## src/rtl/fan_ctrl_defs.sv

```systemverilog
// Shared fan-control encodings: speed codes and FSM state encodings used by
// fan_speed_controller and fan_pwm_driver.
package fan_ctrl_defs;

  typedef enum logic [1:0] {
    FAN_OFF  = 2'd0,
    FAN_LOW  = 2'd1,
    FAN_MED  = 2'd2,
    FAN_HIGH = 2'd3
  } fan_speed_e;

  // 3-bit to match fan_speed_controller's current_state width.
  typedef enum logic [2:0] {
    ST_IDLE      = 3'd0,
    ST_RAMP_UP   = 3'd1,
    ST_RAMP_DOWN = 3'd2,
    ST_HOLD      = 3'd3,
    ST_STALL     = 3'd4
  } fan_state_e;

endpackage

```

## src/rtl/tach_sync_edge.sv

```systemverilog
// Brings the asynchronous fan tach into the clk domain and emits a one-cycle
// pulse for every rising edge.
module tach_sync_edge (
  input  logic clk,
  input  logic rst_n,
  input  logic tach_i,
  output logic edge_o
);

  logic sync1_q, sync2_q, prev_q;

  // NOTE: sequential state uses non-blocking assignments so all flops sample
  // the pre-edge values; blocking here would collapse the synchronizer chain.
  always_ff @(posedge clk or negedge rst_n) begin
    if (!rst_n) begin
      sync1_q <= 1'b0;
      sync2_q <= 1'b0;
      prev_q  <= 1'b0;
    end else begin
      sync1_q <= tach_i;
      sync2_q <= sync1_q;
      prev_q  <= sync2_q;
    end
  end

  assign edge_o = sync2_q & ~prev_q;

endmodule

```

## src/rtl/fan_pwm_driver.sv

```systemverilog
// Soft-start/stop fan PWM driver: slews duty toward the requested speed level,
// generates a period-aligned PWM and shuts down on a tach stall.
module fan_pwm_driver
  import fan_ctrl_defs::*;
#(
  parameter int PWM_BITS      = 8,
  parameter int RAMP_DIV      = 16,
  parameter int RAMP_STEP     = 5,
  parameter int DUTY_LOW      = 85,
  parameter int DUTY_MED      = 170,
  parameter int DUTY_HIGH     = 255,
  parameter int STALL_TIMEOUT = 1024
) (
  input  logic                clk,
  input  logic                reset_n,
  input  logic [1:0]          fan_speed,
  input  logic                speed_set,
  input  logic                tach_in,
  input  logic                fault_clear,
  output logic                pwm_out,
  output logic [PWM_BITS-1:0] duty,
  output logic                ramp_busy,
  output logic                stall_fault
);

  localparam int DIV_W   = (RAMP_DIV > 1) ? $clog2(RAMP_DIV) : 1;
  localparam int STALL_W = $clog2(STALL_TIMEOUT + 1);
  localparam logic [PWM_BITS-1:0] STEP    = PWM_BITS'(RAMP_STEP);
  localparam logic [PWM_BITS-1:0] CNT_MAX = PWM_BITS'((2 ** PWM_BITS) - 2);
  localparam logic [DIV_W-1:0]    DIV_MAX = DIV_W'(RAMP_DIV - 1);
  localparam logic [STALL_W-1:0]  STALL_LIM = STALL_W'(STALL_TIMEOUT);

  fan_state_e          state_q, state_d;
  logic [PWM_BITS-1:0] target_q, target_d;
  logic [PWM_BITS-1:0] duty_q, duty_d;
  logic [PWM_BITS-1:0] req_duty, duty_ramp;
  logic [DIV_W-1:0]    div_q, div_d;
  logic [STALL_W-1:0]  stall_cnt_q, stall_cnt_d;
  logic [PWM_BITS-1:0] pwm_cnt_q, pwm_cnt_d;
  logic [PWM_BITS-1:0] duty_act_q, duty_act_d;
  logic                pwm_q, pwm_d;
  logic                ramp_tick, tach_edge, pwm_kill;

  tach_sync_edge u_tach (
    .clk    (clk),
    .rst_n  (reset_n),
    .tach_i (tach_in),
    .edge_o (tach_edge)
  );

  assign ramp_tick = (div_q == DIV_MAX);
  assign div_d     = ramp_tick ? '0 : div_q + 1'b1;

  // NOTE: every always_comb output gets a default first so no path can infer a latch.
  always_comb begin
    req_duty = '0;
    case (fan_speed_e'(fan_speed))
      FAN_LOW:  req_duty = PWM_BITS'(DUTY_LOW);
      FAN_MED:  req_duty = PWM_BITS'(DUTY_MED);
      FAN_HIGH: req_duty = PWM_BITS'(DUTY_HIGH);
      default:  req_duty = '0;
    endcase
  end

  // One step toward target per tick, clamped at target so it can never wrap.
  always_comb begin
    duty_ramp = duty_q;
    if (ramp_tick) begin
      if (target_q > duty_q)
        duty_ramp = ((target_q - duty_q) > STEP) ? duty_q + STEP : target_q;
      else if (target_q < duty_q)
        duty_ramp = ((duty_q - target_q) > STEP) ? duty_q - STEP : target_q;
    end
  end

  always_comb begin
    target_d = target_q;
    if (speed_set && state_q != ST_STALL) target_d = req_duty;

    state_d = state_q;
    case (state_q)
      ST_HOLD: begin
        // A retarget is seen a cycle early so it beats a same-cycle timeout.
        if (target_d > duty_q)       state_d = ST_RAMP_UP;
        else if (target_d < duty_q)  state_d = ST_RAMP_DOWN;
        else if (stall_cnt_q == STALL_LIM && !tach_edge) state_d = ST_STALL;
      end
      ST_STALL: begin
        if (fault_clear) state_d = ST_IDLE;
      end
      default: begin
        if (duty_ramp == target_q)
          state_d = (target_q == '0) ? ST_IDLE : ST_HOLD;
        else
          state_d = (target_q > duty_ramp) ? ST_RAMP_UP : ST_RAMP_DOWN;
      end
    endcase

    duty_d = duty_ramp;
    if (state_d == ST_STALL) begin
      duty_d   = '0;
      target_d = '0;
    end

    stall_cnt_d = '0;
    if (state_d == state_q && state_q == ST_HOLD && duty_q != '0 && !tach_edge)
      stall_cnt_d = (stall_cnt_q == STALL_LIM) ? stall_cnt_q : stall_cnt_q + 1'b1;
  end

  // Active duty only changes at the period boundary so no pulse is ever cut short.
  assign pwm_kill   = (state_q == ST_STALL) || (state_d == ST_STALL);
  assign pwm_cnt_d  = (pwm_cnt_q == CNT_MAX) ? '0 : pwm_cnt_q + 1'b1;
  assign duty_act_d = pwm_kill ? '0 : ((pwm_cnt_q == '0) ? duty_q : duty_act_q);
  assign pwm_d      = !pwm_kill && (pwm_cnt_q < duty_act_d);

  // NOTE: only control/datapath flops here, no memories, so all take the async reset.
  always_ff @(posedge clk or negedge reset_n) begin
    if (!reset_n) begin
      state_q     <= ST_IDLE;
      target_q    <= '0;
      duty_q      <= '0;
      div_q       <= '0;
      stall_cnt_q <= '0;
      pwm_cnt_q   <= '0;
      duty_act_q  <= '0;
      pwm_q       <= 1'b0;
    end else begin
      state_q     <= state_d;
      target_q    <= target_d;
      duty_q      <= duty_d;
      div_q       <= div_d;
      stall_cnt_q <= stall_cnt_d;
      pwm_cnt_q   <= pwm_cnt_d;
      duty_act_q  <= duty_act_d;
      pwm_q       <= pwm_d;
    end
  end

  assign pwm_out     = pwm_q;
  assign duty        = duty_q;
  assign ramp_busy   = (state_q == ST_RAMP_UP) || (state_q == ST_RAMP_DOWN);
  assign stall_fault = (state_q == ST_STALL);

endmodule

```

## config.mk

```make
export PLATFORM = sky130hd
export DESIGN_NAME = fan_pwm_driver
export DESIGN_NICKNAME = d
export VERILOG_FILES = /design/src/rtl/fan_ctrl_defs.sv /design/src/rtl/tach_sync_edge.sv /design/src/rtl/fan_pwm_driver.sv
export SDC_FILE = /design/constraint.sdc
export NUM_CORES = 1
export LEC_CHECK = 0
export CORE_MARGIN = 2
export CORE_UTILIZATION = 60
export DETAILED_ROUTE_END_ITERATION = 6
export PLACE_DENSITY_LB_ADDON = 0.25
export SYNTH_ARGS = -nofsm -noshare
export SYNTH_HDL_FRONTEND = slang
export SYNTH_SLANG_ARGS = --single-unit
```

## constraint.sdc

```tcl
create_clock -name clk -period 4.7 [get_ports clk]
set_input_delay 0.94 -clock clk [delete_from_list [all_inputs] [get_ports clk]]
set_output_delay 0.94 -clock clk [all_outputs]
set_load 0.02 [all_outputs]
```

### Met2 routing, run 1

Drawn at 3 px/um.
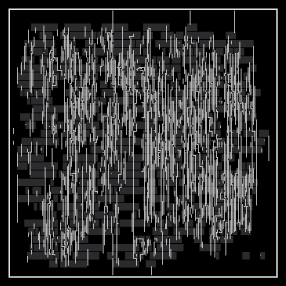
The wires run mostly vertical. The layer holds 48% of the routed length. 492 nets have wire on it.
routed wire length: 10,400 um
M2 GR Usage: 45.4%
Vias: 3,770

### Routing congestion map, run 1

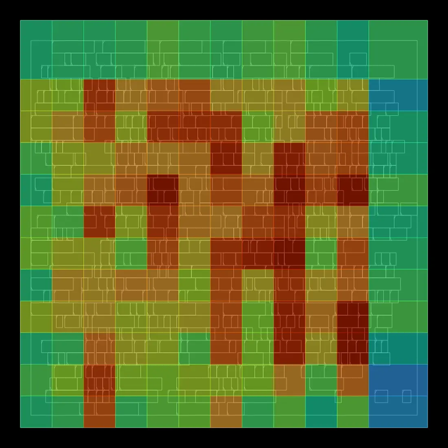
Most Crowded Layer GR: met2
grt met3 use: 2.89%
GRT Total Usage: 28.6%
Final Util: 71.1%
Wirelength per Cell: 16.7 um

==> GITHUB_STEP_SUMMARY, run 1 <==
### Flow metrics

| Metric | Value |
|---|---|
| Worst hold path stage count | `0` |
| Total power | `2.41 mW` |
| Syn Inst Count | `483` |
| Mapped Avg Cell Area | `8.92 sq um` |
| Yosys stat cell total | `483` |
| Worst setup startpoint | `target_q[0]$_DFF_PN0_` |
| Clock root buffer master | `clkbuf_8` |
| CTS Sinks | `54` |
| Run status | `complete, no violations` |
| Crit path required time | `4.94 ns` |
| Fin Setup TNS | `0 ns` |
| Hold buffers post-CTS | `0` |
| CTS HTree Levels | `2` |
| Tool warnings | `37` |
| CTS tree | `done` |
| # fillers | `530` |
| Post-layout period usage | `96.7%` |
| Critical path arrival | `4.79 ns` |
| Flops after synth | `54` |
| Initial core utilization | `62.7%` |
| Leakage | `2.35 nW` |
| RePlAce Congestion | `1.06` |
| R2R Path Start | `target_q[0]$_DFF_PN0_` |
| I/O pin total | `18` |
| Final HPWL DP | `7810 um` |
| Design Area, Final | `0.00489 sq mm` |
| Final setup viols | `0` |
| TritonRoute pass-1 iters | `4` |
| Fraction of layout cells with a size suffix above 1 | `13.3%` |
| Critical path's top delay family | `AND-OR/OR-AND gates` |
| Final clock skew | `0.0146 ns` |
| Max Clk Rate | `220 MHz` |
| Unique masters post-synth | `59` |
| Seq/Total Area, Yosys | `31.4%` |
| Max-slew violations | `0` |
| Net Count, Synth | `538` |
| Worst reg2reg path endpoint | `stall_cnt_q[2]$_DFFE_PN0P_` |
| Relative slew margins | `54.7%` |
| CP Capture Type | `register` |
| Nets | `581` |
| Hold Path Class | `register to register` |
| Late-Pin Clk Latency | `0.31 ns` |
| R2R Setup Slk | `0.16 ns` |
| Max Cap Viol | `0` |
| Dpl cell area | `0.00470 sq mm` |
| Yosys stat area | `0.00431 sq mm` |
| Crit-path max FO | `11` |
| Slew @ Worst Pin | `0.680 ns` |
| Die Y | `88.7 um` |
| CP max stage cell | `fa_1` |
| Die width | `88.7 um` |
| Core area | `0.00687 sq mm` |
| First-pass GRT wire length | `17,400 um` |
| Dpl cells | `609` |
| CTS Buf Count | `5` |
| Synth Flop Type | `dfrtp_1` |
| Min Tclk post-route | `4.54 ns` |
| Synth-to-Final Area Change | `13.5%` |
| Port buffer count | `17` |
| Pwr Density | `494 mW/mm^2` |
| CP bufs+invs | `3` |
| Worst vdd ir | `0.000227 V` |
| Hold WS | `0.362 ns` |
| Largest net degree at the start of global routing | `55` |
| Crit-path cells | `buf_4, ha_1, fa_1, nor2b_4, nor3_1, a211oi_1, o2111ai_4, buf_12, mux2i_1, a221o_1, ha_1, and4_1, and2_1, a31oi_4, o221ai_2, a21boi_0, o2111ai_1, buf_4, a21oi_1` |
| Yosys Warn Count | `0` |
| Number of inserted diodes | `0` |
| Post-Place Worst Slack | `0.0217 ns` |
| ANT nets after route | `0` |
| Via-to-Cell Ratio | `6.05` |
| FFs w/ async S/R, synth | `100%` |
| Residual DRC | `0` |
| Mapped Area | `0.00431 sq mm` |
| Hold Fails Final Rpt | `0` |
| EDFF count, synth | `0` |
| Hold worst-path end | `u_tach.sync2_q$_DFF_PN0_` |
| Number of DRC markers in iteration 0 | `279` |
| Max incr delay on CP | `0.44 ns` |
| Row count | `30` |
| Reg2Reg Depth | `19` |
| WS Path Type | `register to register` |
| Via count of the first global-routing pass | `3,592` |
| Worst-path clk slew | `0.10 ns` |
| Total grt overflow | `0` |
| Worst hold start | `u_tach.sync1_q$_DFF_PN0_` |
| Final worst slack | `0.157 ns` |
| Die area | `0.00787 sq mm` |
| Initial antenna violation count | `0` |
| Max Buffers Root-to-Sink | `2` |
| Most numerous logic cells after layout | `nor2_1, dfrtp_1, ha_1, inv_1, nand2_1` |
| CP Launch Type | `register` |
### Logic cells by family, run 1

Drawn at 6 px/um.
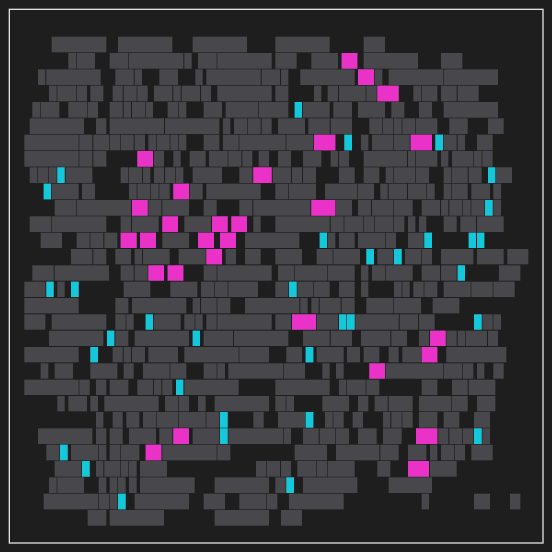
Magenta is AND-OR and OR-AND gates, cells 28, most used a21o_1. Cyan is inverters, cells 34, most used inv_1.
Commonest Layout Cell: nor2_1
post-route non-filler standard cell count: 623
logic share of the area: 56.6%

-- run 1: Yosys cell counts (4+ instances only) --
library cell   n  share of area [%]
a31oi_1        5               0.73
nand3_1       20                2.3
buf_6          6                1.6
o211ai_1       5               0.87
dfrtp_1       54                 31
o21ai_0       12                1.4
o21ai_1        4               0.46
nor2b_1       10                1.5
o21a_1         5               0.87
nand4_1        5               0.73
xnor2_1       13                2.6
clkbuf_1       5               0.44
or2_2          9                1.3
a21o_1        15                2.6
nor3_1         5               0.58
mux2i_1       14                3.3
nand2b_1       8                1.2
inv_1         33                2.9
a21oi_1       24                2.8
nor4_1         7                1.0
and3_1        17                2.5
nand2_1       32                2.8
xor2_1        15                3.1
ha_1          46                 13
nor2_1        57                5.0
and2_1         5               0.73
-- run 1: area by class of cell --
class                      count  area [sq um]  share of cell area, %
multi-input combinational    382          2770                   56.6
sequential                    54          1350                   27.7
timing repair buffer          49           430                   8.81
inverter                      34           128                   2.61
tap                           96           120                   2.46
clock buffer                   7          86.3                   1.77
clock inverter                 1          5.00                  0.102
-- run 1: worst max path at each step --
stage                     slack, ns                         end  cells past startpoint
final                          0.16  stall_cnt_q[2]$_DFFE_PN0P_                     19
after global routing         -0.006  stall_cnt_q[2]$_DFFE_PN0P_                     19
after CTS                      0.04  stall_cnt_q[6]$_DFFE_PN0P_                     19
after detailed placement       0.02           pwm_out$_DFF_PN0_                     17
after global placement         0.16           pwm_out$_DFF_PN0_                     17
after floorplan                0.20  stall_cnt_q[0]$_DFFE_PN0P_                     20
-- run 1: report_power, final --
part	switching, mW	internal, mW
registers	0.0529	0.517
clock network	0.148	0.119
logic	0.887	0.688
-- run 1: state kept, by name, summed over array words and instances (netlist names) --
register and flops:
stall_cnt_q 11, duty 8, duty_act_q 8, pwm_cnt_q 8
target_q 8, div_q 4, state_q 3, pwm_out 1
u_tach.prev_q 1, u_tach.sync1_q 1, u_tach.sync2_q 1
-- run 1: per-layer routing --
metal | GRT usage [%] | vias up | routed length, um
met1 | 40.4 | 1810 | 4690
met2 | 45.4 | 140 | 4950
li1 | - | 1797 | -
met4 | 11.0 | 0 | 200
met3 | 2.89 | 23 | 564
met5 | 0 | - | 0
-- run 1: worst register-to-register path, stage by stage, from the launching register on --
cell,delay [ns]
dfrtp_2,0.43
buf_4,0.15
ha_1,0.23
fa_1,0.44
nor2b_4,0.15
nor3_1,0.06
a211oi_1,0.36
o2111ai_4,0.27
buf_12,0.22
mux2i_1,0.11
a221o_1,0.38
ha_1,0.29
and4_1,0.23
and2_1,0.22
a31oi_4,0.18
o221ai_2,0.13
a21boi_0,0.19
o2111ai_1,0.14
buf_4,0.20
a21oi_1,0.12
-- run 1: logic make-up after synthesis --
logic type / Yosys count / synth area share [%]
adders and majority gates: 48 / 14.3
muxes: 15 / 3.60
buffers and inverters: 47 / 5.20
DFF: 54 / 31.4
and+or+nand+nor: 186 / 21.8
AOI/OAI and AO/OA: 105 / 18.0
xor gates and xnor gates: 28 / 5.69
-- run 1: timing repair --
item / CTS / global route
buffers inserted: 0 / 6
resized: 0 / 10
endpoints found under the setup margin: 0 / 12
==> run 2, diff against run 1 <==
SKIP_LAST_GASP = 1   (was default)
==> run 2 against run 1 <==
  * Sequential cell count stayed put
  * Register-to-register slack hardly changed
  * Maximum frequency unchanged
  * Critical path type unchanged
  * Largest power group unchanged
  * Highest routed layer unchanged
==> GITHUB_STEP_SUMMARY, run 2 <==
### Flow metrics

| Metric | Value |
|---|---|
| Run status | `complete, no violations (unchanged)` |
| Pwr Density | `494 mW/mm^2 (unchanged)` |
| Die width | `88.7 um (unchanged)` |
| CP Capture Type | `register (unchanged)` |
| Area leader, netlist | `dfrtp_1 (unchanged)` |
| Final Util | `71.1% (unchanged)` |
| EDFF count, synth | `0 (unchanged)` |
| Port buffer count | `17 (unchanged)` |
| Max Clk Rate | `220 MHz (unchanged)` |
| Post-layout period usage | `96.7% (unchanged)` |
| Worst hold path stage count | `0 (unchanged)` |
| Yosys Warn Count | `0 (unchanged)` |
| Mapped Avg Cell Area | `8.92 sq um (unchanged)` |
| FFs w/ async S/R, synth | `100% (unchanged)` |
| Nets | `581 (unchanged)` |
| Residual DRC | `0 (unchanged)` |
| Via count of the first global-routing pass | `3,592 (unchanged)` |
| Fraction of layout cells with a size suffix above 1 | `13.3% (unchanged)` |
| Number of DRC markers in iteration 0 | `279 (unchanged)` |
| Hold worst-path end | `u_tach.sync2_q$_DFF_PN0_ (unchanged)` |
| Total grt overflow | `0 (unchanged)` |
| I/O pin total | `18 (unchanged)` |
| Initial antenna violation count | `0 (unchanged)` |
| Post-Place Worst Slack | `0.0217 ns (unchanged)` |
| Top cells by area | `dfrtp_1, ha_1, nor2_1 (unchanged)` |
| TritonRoute pass-1 iters | `4 (unchanged)` |
| Final setup viols | `0 (unchanged)` |
| Via-to-Cell Ratio | `6.05 (unchanged)` |
| Top cell area share | `31.4% (unchanged)` |
| CTS Sinks | `54 (unchanged)` |
| Seq/Total Area, Yosys | `31.4% (unchanged)` |
| ANT nets after route | `0 (unchanged)` |
| Worst hold start | `u_tach.sync1_q$_DFF_PN0_ (unchanged)` |
| Wirelength per Cell | `16.7 um (unchanged)` |
| Syn Inst Count | `483 (unchanged)` |
| CTS tree | `done (unchanged)` |
| Max Buffers Root-to-Sink | `2 (unchanged)` |
| Final worst slack | `0.157 ns (unchanged)` |
| R2R Path Start | `target_q[0]$_DFF_PN0_ (unchanged)` |
| Hold Path Class | `register to register (unchanged)` |
| Synth-to-Final Area Change | `13.5% (unchanged)` |
| CTS HTree Levels | `2 (unchanged)` |
| Dpl cell area | `0.00470 sq mm (unchanged)` |
| Synth Flop Type | `dfrtp_1 (unchanged)` |
| Relative slew margins | `54.7% (unchanged)` |
| Cell with the most instances after synthesis | `nor2_1 (unchanged)` |
| Biggest register | `stall_cnt_q (unchanged)` |
| Row count | `30 (unchanged)` |
| Core area | `0.00687 sq mm (unchanged)` |
| Clock root buffer master | `clkbuf_8 (unchanged)` |
| Tool warnings | `37 (unchanged)` |
| Max Cap Viol | `0 (unchanged)` |
| RePlAce Congestion | `1.06 (unchanged)` |
| Mapped Area | `0.00431 sq mm (unchanged)` |
| CTS Buf Count | `5 (unchanged)` |
| Final HPWL DP | `7810 um (unchanged)` |
| Crit-path max FO | `11 (unchanged)` |
| First-pass GRT wire length | `17,400 um (unchanged)` |
| CP Launch Type | `register (unchanged)` |
| Late-Pin Clk Latency | `0.31 ns (about the same)` |
run 2: final cells by class:
cell class | instances | area [sq um]
multi-input cells | 382 | 2770
well taps | 96 | 120
clock inverters | 1 | 5.00
clock buffers | 7 | 86.3
repair buffers | 49 | 430
fillers | 530 | 1980
inverters | 34 | 128
flip-flops and latches | 54 | 1350
run 2: worst max path at each step:
stage | start | to | cells past startpoint
6_report | target_q[0]$_DFF_PN0_ | stall_cnt_q[2]$_DFFE_PN0P_ | 19
5_1_grt | target_q[0]$_DFF_PN0_ | stall_cnt_q[2]$_DFFE_PN0P_ | 19
4_1_cts | duty[2]$_DFF_PN0_ | stall_cnt_q[6]$_DFFE_PN0P_ | 19
3_5_place_dp | speed_set | pwm_out$_DFF_PN0_ | 17
3_3_place_gp | speed_set | pwm_out$_DFF_PN0_ | 17
2_1_floorplan | duty[2]$_DFF_PN0_ | stall_cnt_q[0]$_DFFE_PN0P_ | 20
run 2: metrics by stage:
stage | power, mW | TNS, ns | instances | hold WS (ns)
after global routing | 2.59 | -0.00969 | 623 | 0.371
after detailed placement | 2.07 | 0 | 609 | 0.344
after CTS | 2.34 | 0 | 617 | 0.366
final | 2.41 | 0 | 623 | 0.362
after floorplan | 1.66 | 0 | 483 | 0.331
after global placement | 2.04 | 0 | 609 | 0.336
run 2: repair_timing:
| action | in CTS | in global routing |
|---|---|---|
| resized | 0 | 10 |
| buffers inserted | 0 | 6 |
| setup endpoints to repair | 0 | 12 |
| endpoints found under the hold margin | 0 | 0 |
| hold buffers | 0 | 0 |
run 2: layer usage:
metal	routed length [um]	vias to the layer above	global-route usage, %
met3	564	23	2.89
met4	200	0	11.0
li1	-	1797	-
met5	0	-	0
met1	4690	1810	40.4
met2	4950	140	45.4
run 2: kinds of logic (layout without fill, tap and decap cells):
| logic type | after synthesis | after routing | share of synthesized area [%] |
|---|---|---|---|
| DFF | 54 | 54 | 31.4 |
| and+or+nand+nor | 186 | 186 | 21.8 |
| muxes | 15 | 15 | 3.60 |
| buffers and inverters | 47 | 91 | 5.20 |
| AOI/OAI and AO/OA | 105 | 105 | 18.0 |
| adders and majority gates | 48 | 48 | 14.3 |
| xor gates and xnor gates | 28 | 28 | 5.69 |
run 2: power breakdown:
part	internal [mW]	switching [mW]	total (mW)
sequential	0.517	0.0529	0.570
combinational	0.688	0.887	1.58
clock	0.119	0.148	0.267
run 2: worst max-delay path, stage by stage, from the launching register on:
cell       delay (ns)
dfrtp_2          0.43
buf_4            0.15
ha_1             0.23
fa_1             0.44
nor2b_4          0.15
nor3_1           0.06
a211oi_1         0.36
o2111ai_4        0.27
buf_12           0.22
mux2i_1          0.11
a221o_1          0.38
ha_1             0.29
and4_1           0.23
and2_1           0.22
a31oi_4          0.18
o221ai_2         0.13
a21boi_0         0.19
o2111ai_1        0.14
buf_4            0.20
a21oi_1          0.11
### Met2 routing, run 2

Drawn at 3 px/um.
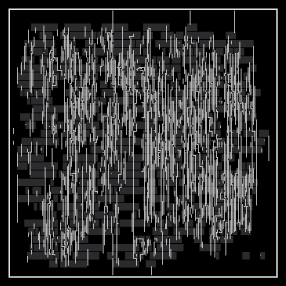
The layer carries 4,950 um of wire. 492 nets have wire on it. The longest straight run is 42.3 um. The wires run mostly vertical.

Power figures rest on the tool's default switching activity, not on a simulated workload.
